--- config.mk ---
export PLATFORM = sky130hd
export DESIGN_NAME = imm_extend_pipe
export DESIGN_NICKNAME = d
export VERILOG_FILES = /design/src/rtl/imm_ext_pkg.sv /design/src/rtl/imm_ext_core.sv /design/src/rtl/imm_extend_pipe.sv
export SDC_FILE = /design/constraint.sdc
export NUM_CORES = 1
export LEC_CHECK = 0
export ABC_CLOCK_PERIOD_IN_PS = 3400
export CORE_UTILIZATION = 45
export CTS_CLUSTER_SIZE = 12
export DETAILED_ROUTE_END_ITERATION = 12
export PLACE_DENSITY = 0.68
export SKIP_CTS_REPAIR_TIMING = 1
export SYNTH_ARGS = -nofsm -noshare
export SYNTH_HDL_FRONTEND = slang
export SYNTH_SLANG_ARGS = --single-unit
--- constraint.sdc ---
create_clock -name clk -period 3.4 [get_ports clk]
set_clock_uncertainty 0.15 [all_clocks]
set_input_delay 0.85 -clock clk [delete_from_list [all_inputs] [get_ports clk]]
set_output_delay 0.85 -clock clk [all_outputs]
set_load 0.03 [all_outputs]
--- src/rtl/imm_ext_pkg.sv ---
`default_nettype none
// ============================================================================
// Module      : imm_ext_pkg
// Description : Shared mode encodings and helpers for the immediate-extension stage.
// Revision    : 1.0 - initial release
// ============================================================================
package imm_ext_pkg;

    typedef logic [1:0] imm_mode_t;

    localparam imm_mode_t MODE_SEXT  = 2'b00;
    localparam imm_mode_t MODE_ZEXT  = 2'b01;
    localparam imm_mode_t MODE_LUI   = 2'b10;
    localparam imm_mode_t MODE_BROFF = 2'b11;

    // Branch offsets are signed displacements, so they share the sign-extended base.
    function automatic logic mode_is_signed(input imm_mode_t mode);
        return (mode == MODE_SEXT) || (mode == MODE_BROFF);
    endfunction

endpackage
`default_nettype wire

--- src/rtl/imm_ext_core.sv ---
`default_nettype none
// ============================================================================
// Module      : imm_ext_core
// Description : Combinational immediate extender: SEXT, ZEXT, LUI, branch offset.
// Revision    : 1.0 - initial release
// ============================================================================
module imm_ext_core
    import imm_ext_pkg::*;
#(
    parameter int IN_W  = 16,
    parameter int OUT_W = 32,
    parameter int BR_SH = 2
) (
    input  logic [IN_W-1:0]  imm_i,
    input  imm_mode_t        mode_i,
    output logic [OUT_W-1:0] ext_o
);

    logic [OUT_W-1:0] w_zext;
    logic [OUT_W-1:0] w_sext;
    logic [OUT_W-1:0] w_base;

    assign w_zext = OUT_W'(imm_i);
    assign w_sext = OUT_W'($signed(imm_i));
    assign w_base = mode_is_signed(mode_i) ? w_sext : w_zext;

    // Shift form keeps the OUT_W == IN_W case legal (zero-distance LUI shift).
    always_comb begin
        ext_o = w_base;
        case (mode_i)
            MODE_LUI:   ext_o = w_zext << (OUT_W - IN_W);
            MODE_BROFF: ext_o = w_sext << BR_SH;
            default:    ext_o = w_base;
        endcase
    end

endmodule
`default_nettype wire

--- src/rtl/imm_extend_pipe.sv ---
`default_nettype none
// ============================================================================
// Module      : imm_extend_pipe
// Description : Registered immediate-extension stage with valid/ready, skid and flush.
// Revision    : 1.0 - initial release
// ============================================================================
module imm_extend_pipe
    import imm_ext_pkg::*;
#(
    parameter int IN_W  = 16,
    parameter int OUT_W = 32,
    parameter int BR_SH = 2,
    parameter int TAG_W = 5
) (
    input  logic             clk,
    input  logic             reset,
    input  logic             flush,
    input  logic             in_valid,
    output logic             in_ready,
    input  logic [IN_W-1:0]  in_imm,
    input  imm_mode_t        in_mode,
    input  logic [TAG_W-1:0] in_tag,
    output logic             out_valid,
    input  logic             out_ready,
    output logic [OUT_W-1:0] out_imm,
    output logic [TAG_W-1:0] out_tag,
    output logic             out_neg
);

    logic [OUT_W-1:0] w_ext;
    logic             w_in_xfer;
    logic             w_out_xfer;

    logic             out_valid_q,  out_valid_d;
    logic [OUT_W-1:0] out_imm_q,    out_imm_d;
    logic [TAG_W-1:0] out_tag_q,    out_tag_d;
    logic             skid_valid_q, skid_valid_d;
    logic [OUT_W-1:0] skid_imm_q,   skid_imm_d;
    logic [TAG_W-1:0] skid_tag_q,   skid_tag_d;

    imm_ext_core #(
        .IN_W  (IN_W),
        .OUT_W (OUT_W),
        .BR_SH (BR_SH)
    ) u_core (
        .imm_i  (in_imm),
        .mode_i (in_mode),
        .ext_o  (w_ext)
    );

    assign in_ready   = ~skid_valid_q;
    assign w_in_xfer  = in_valid & in_ready & ~flush;
    assign w_out_xfer = out_valid_q & out_ready;

    always_comb begin
        out_valid_d  = out_valid_q;
        out_imm_d    = out_imm_q;
        out_tag_d    = out_tag_q;
        skid_valid_d = skid_valid_q;
        skid_imm_d   = skid_imm_q;
        skid_tag_d   = skid_tag_q;
        if (flush) begin
            out_valid_d  = 1'b0;
            skid_valid_d = 1'b0;
        end else if (skid_valid_q) begin
            // in_ready is low here, so only the drain path can fire.
            if (w_out_xfer) begin
                out_imm_d    = skid_imm_q;
                out_tag_d    = skid_tag_q;
                skid_valid_d = 1'b0;
            end
        end else if (w_in_xfer) begin
            if (!out_valid_q || w_out_xfer) begin
                out_valid_d = 1'b1;
                out_imm_d   = w_ext;
                out_tag_d   = in_tag;
            end else begin
                skid_valid_d = 1'b1;
                skid_imm_d   = w_ext;
                skid_tag_d   = in_tag;
            end
        end else if (w_out_xfer) begin
            out_valid_d = 1'b0;
        end
    end

    always_ff @(posedge clk or posedge reset) begin
        if (reset) begin
            out_valid_q  <= 1'b0;
            out_imm_q    <= '0;
            out_tag_q    <= '0;
            skid_valid_q <= 1'b0;
            skid_imm_q   <= '0;
            skid_tag_q   <= '0;
        end else begin
            out_valid_q  <= out_valid_d;
            out_imm_q    <= out_imm_d;
            out_tag_q    <= out_tag_d;
            skid_valid_q <= skid_valid_d;
            skid_imm_q   <= skid_imm_d;
            skid_tag_q   <= skid_tag_d;
        end
    end

    assign out_valid = out_valid_q;
    assign out_imm   = out_imm_q;
    assign out_tag   = out_tag_q;
    assign out_neg   = out_imm_q[OUT_W-1];

endmodule
`default_nettype wire

**Clock nets**

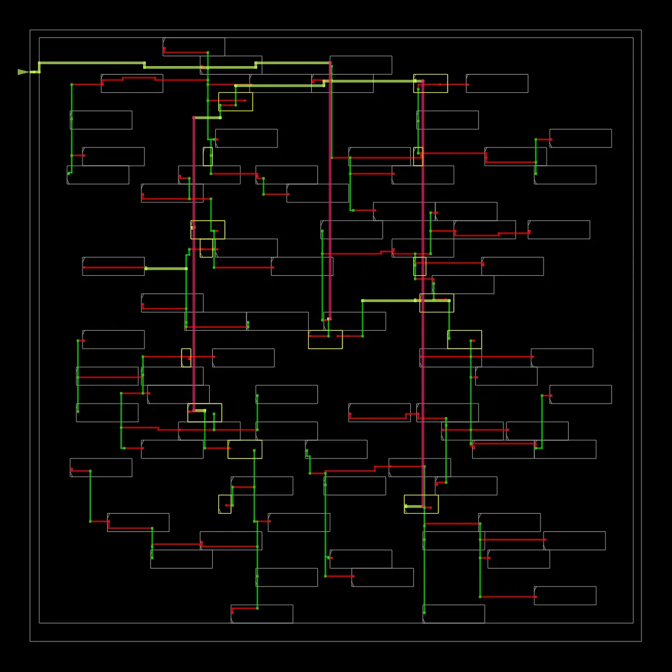
count of clock tree sinks: 76
clock buf count: 12
num sequential: 76
total CTS buffers: 9
power consumed by the clock network: 0.000575 W

**Nets reached from selected ports**

Scale: 4 px per um.
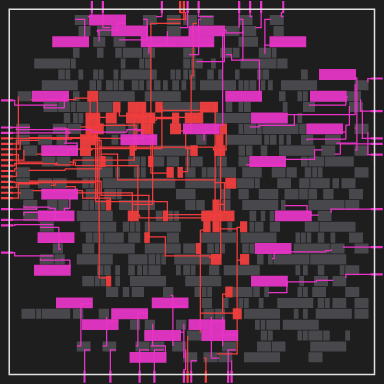
| port | colour | bits | direction | edge | end cells | wire |
|---|---|---|---|---|---|---|
| out_imm | magenta | 32 | output | 9 top, 8 right, 8 bottom, 7 left | 32 | 756 um |
| in_imm | red | 16 | input | 12 left, 2 bottom, 2 top | 52 | 1060 um |
Port Buf Inserts: 67
number of primary I/O pins: 68

**Wiring by layer**

Scale: 4 px per um.
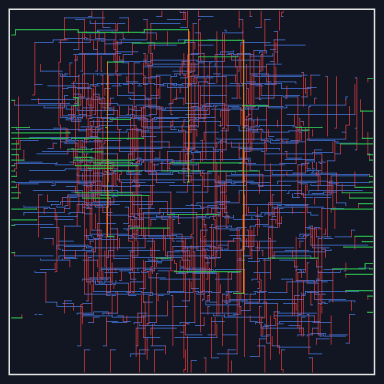
| layer | colour | wire length |
|---|---|---|
| met2 | red | 3650 um |
| met4 | orange | 145 um |
| met3 | green | 491 um |
| met1 | blue | 3690 um |
detailed-route via count: 2942
average detailed-routed wire length per instance: 14.72 um

where the power goes:
group          switching [W]  internal (W)
Clock               0.000317      0.000258
Combinational       0.000447      0.000351
Sequential          0.000112       0.00112
Total               0.000875       0.00172
stage by stage:
stage	total power [W]	cells	hold slack [ns]	setup WS, ns	util (%)
floorplan	0.001733	380	0.2954	0.4617	-
finish	0.002600	542	0.3255	0.8507	57.67
CTS	0.002625	542	0.3312	0.8566	57.67
global route	0.002756	542	0.3543	0.6645	57.67
global placement	0.002030	527	0.3071	0.5422	55.71
detailed placement	0.002049	527	0.3123	0.5004	55.71
placed cells by master (no fill, tap or decap):
cell                              synthesis  routed
sky130_fd_sc_hd__a211oi_1                 3       3
sky130_fd_sc_hd__a21o_1                  16      16
sky130_fd_sc_hd__a21oi_1                 42      42
sky130_fd_sc_hd__a221o_2                  0       1
sky130_fd_sc_hd__a221oi_1                 2       2
sky130_fd_sc_hd__a22o_1                  13      13
sky130_fd_sc_hd__a22oi_1                  2       2
sky130_fd_sc_hd__a311oi_1                12      12
sky130_fd_sc_hd__a31oi_1                  3       3
sky130_fd_sc_hd__and2_1                   2       2
sky130_fd_sc_hd__buf_12                   0       2
sky130_fd_sc_hd__buf_4                    1       9
sky130_fd_sc_hd__clkbuf_1                18       3
sky130_fd_sc_hd__clkbuf_8                 0       9
sky130_fd_sc_hd__clkdlybuf4s50_1          0      66
sky130_fd_sc_hd__clkinv_2                 0       3
sky130_fd_sc_hd__dfrtp_1                 76      76
sky130_fd_sc_hd__ha_1                     2       2
sky130_fd_sc_hd__inv_1                   20      19
sky130_fd_sc_hd__inv_2                    0       1
sky130_fd_sc_hd__mux2_2                   1       1
sky130_fd_sc_hd__mux2i_1                  5       5
sky130_fd_sc_hd__nand2_1                 67      67
sky130_fd_sc_hd__nand2b_1                 1       1
sky130_fd_sc_hd__nand2b_4                 1       1
sky130_fd_sc_hd__nand3_1                  2       2
sky130_fd_sc_hd__nor2_1                  30      30
sky130_fd_sc_hd__nor2b_1                  1       1
sky130_fd_sc_hd__nor3_2                   0       1
sky130_fd_sc_hd__nor3b_1                 14      14
sky130_fd_sc_hd__o21ai_0                 26      26
sky130_fd_sc_hd__o21ai_1                  2       2
sky130_fd_sc_hd__o31ai_1                  2       2
sky130_fd_sc_hd__or3_1                    1       1
sequential cells by signal, indices dropped and copies added, names as in the netlist:
register and cells:
skid_imm_q 32, out_valid 1, out_imm 32, skid_valid_q 1, skid_tag_q 5, out_tag 5
cells by family after synthesis:
| group | after synthesis | share of synthesized area (%) |
|---|---|---|
| adders and majority gates | 2 | 0.7034 |
| muxes | 6 | 1.724 |
| buffers and inverters | 52 | 7.070 |
| and+or+nand+nor | 120 | 14.88 |
| AOI/OAI and AO/OA | 124 | 22.16 |
| DFF | 76 | 53.46 |
cell usage after synthesis, drive strengths merged:
master and instances:
mux2i 5, clkbuf 18, and2 2, a221o 1, nor3 1, o21ai 28
buf 14, nor2 30, inv 20, a311oi 12, or3 1, nand2 67
nand3 2, a211oi 3, mux2 1, a31oi 3, a21o 16, a22oi 2
a221oi 2, nand2b 2, nor3b 14, nor2b 1, dfrtp 76, ha 2
a21oi 42, o31ai 2, a22o 13
==> summary.txt <==
This note records the results obtained with Yosys and OpenROAD.

Cells and area
The count of inserted antenna diode cells is 0. The post-layout net count is 466. The leading cell category by total area is registers.

The final-layout fill cell count is 698. The area taken by flip-flops and latches is 1902 um2. The layout contains a multi-input combinational cell count of 252. The relative area of non-clock buffer cells in the final design is 17.33%.

Once layout is done, the placed cells without fillers occupy 4433 um2. The fraction of area in multi-input gates is 31.81%. The growth of design area from synthesis to finish is 24.62%. The clock network area share is 3.387%. The area of the multi-input gates is 1410 um2. The final layout report lists a non-clock inverter count of 20. The number of non-clock buffers in the layout is 77. The ratio of cells with drive above 1 in the final layout is 6.364%. The share of the final layout cell area in sequential cells is 42.90%.

Critical path
In the setup report, the worst path falls into the class input pin to flop. Counting buffers and inverters, the worst setup path is 7 cells deep. The number of cells on the worst reg-to-reg path is 6. The data required time reported for the critical path is 3.46 ns. The launch instance of the worst register-to-register path is skid_valid_q. The top cell family by delay on the critical path is simple AND/OR/NAND/NOR gates. The critical path starts at in_mode[0].

The critical path capture point is skid_imm_q[25]. Per the timing report, the most critical flop-to-flop path finishes at out_imm[22]. The critical path goes through clkdlybuf4s50_1, inv_1, ha_1, nor2b_1, o21ai_1, and2_1, a22oi_1. The slack of the worst reg-to-reg path is 1.32 ns. STA lists the maximum fanout along the critical path as 14. The kind of end point of the critical path is a flop. STA classifies the critical path startpoint as an input pin. The maximum single-stage delay on the critical path is 0.48 ns. The critical path data arrival time is 2.61 ns.

Per the post-run analysis, buffers plus inverters along the critical path come to 2. On the critical path, the stage with the largest delay is an instance of sky130_fd_sc_hd__clkdlybuf4s50_1.

Power
The leakage power is 2.046 nW. Per the power-grid run, VDD falls by no more than 0.2470 mV. The power per cell area is 586.5 nW/um2.

Logic synthesis
The floorplan net count is 410. The cell count in the Yosys report is 380. For this run, the register share of the synthesized area comes to 53.46%. The tally of yosys warning messages is 0. The number of distinct library cells after synthesis is 32. By area the synthesized netlist is led by sky130_fd_sc_hd__dfrtp_1 53%, sky130_fd_sc_hd__nand2_1 7.1%, sky130_fd_sc_hd__a21oi_1 5.9%. The cell type with the highest aggregate area in the netlist is sky130_fd_sc_hd__dfrtp_1.

The mapped netlist covers 3557 um2. The synthesized instance count is 380. The chip area line in the Yosys stat output reads 3557 um2. The synthesized design devotes to its leading area cell type 53.46% of total area. A synthesized cell averages 9.361 um2.

After synthesis the netlist holds a flip-flop and latch count of 76.

GRT
The maximum number of pins on one net before global-route repair is 77. Overall routing resource usage recorded by global route was 21.12%. The global-route congestion overflow total is 0. The via count of the first global-routing pass came to 2817. The first global-routing pass estimated 13640 um of wire.

The initial antenna violation count is 0. The met2 track demand over resource is 29.55%. The global routing met1 resource utilization is 31.65%. Global routing used 3.956% of the available met3 tracks. The global router reports that the layer with the highest usage is met1.

Placed design
The half-perimeter wire length of the detailed placement result is 5211 um. At the end of routability-driven placement, the weighted congestion stood at 0.8214. The placed instances occupy a cell area of 4283 um2.

Final timing
Across all checked pins, the minimum headroom to the slew limit is 64.87%. In the final report, the number of pins over their slew limit comes to 0. Per the final timing report, the hold violations number 0. The pin closest to its max-slew limit shows a slew of 0.5269 ns. Summed over all failing endpoints, the final setup total negative slack is 0 ns. The end-of-flow timing check tallies setup violations at 0. The routed design could run at a clock period as short as 2.549 ns.

The post-route clock period utilization is 74.98%. Setup repair after global routing left no endpoint under its margin. In this build the clock could be raised as far as 0.3923 GHz.

Drt
The number of search-and-repair iterations in the first detailed-routing pass is 4. The routed metal-1 wirelength is 3691 um. After the first detailed-routing iteration, the DRC count stood at 203.

The total wire length is 7976 um. The amount of wire on met3 after detailed routing is 490 um. The highest metal layer with signal wires is met4.

The met2 wire length is 3649 um. The DRC violation total left in the routed layout is recorded as 0. The number of antenna-violating nets in the routed design is 0. The number of vias per cell is 5.428.

Worst hold path
The class of the tightest hold or removal check is flop to flop. The worst-case hold path end point is skid_tag_q[2]. Looking at hold timing, the worst path starts from skid_tag_q[2].

The cell count of the worst hold path is 2.

Die
The pre-placement core utilization is 46.27%. The die is 90.91 um tall. According to the floorplan log, the row count is 32. The total die size is 8265 um2.

According to the floorplan report, the placeable core area is 7687 um2. The horizontal die dimension is 90.91 um. The design received a total of 102 well taps at floorplan.

Clocking
The maximum clock insertion buffer count is 2. Per the post-CTS timing run, clock transition at the registers of the reported paths is 0.07 ns. The buffer cell driving the clock tree root is sky130_fd_sc_hd__clkbuf_8. The clock latency on the worst-skew pair is 0.35 ns.

TritonCTS built the clock tree. The H-tree was split into 3 levels.

Outcome
The run finished with clean final reports.

Job
Per the run summary, max-cap violations total 0. The OpenROAD warning count is 27.
No activity file was given, so power comes from the tool's default toggle rates.
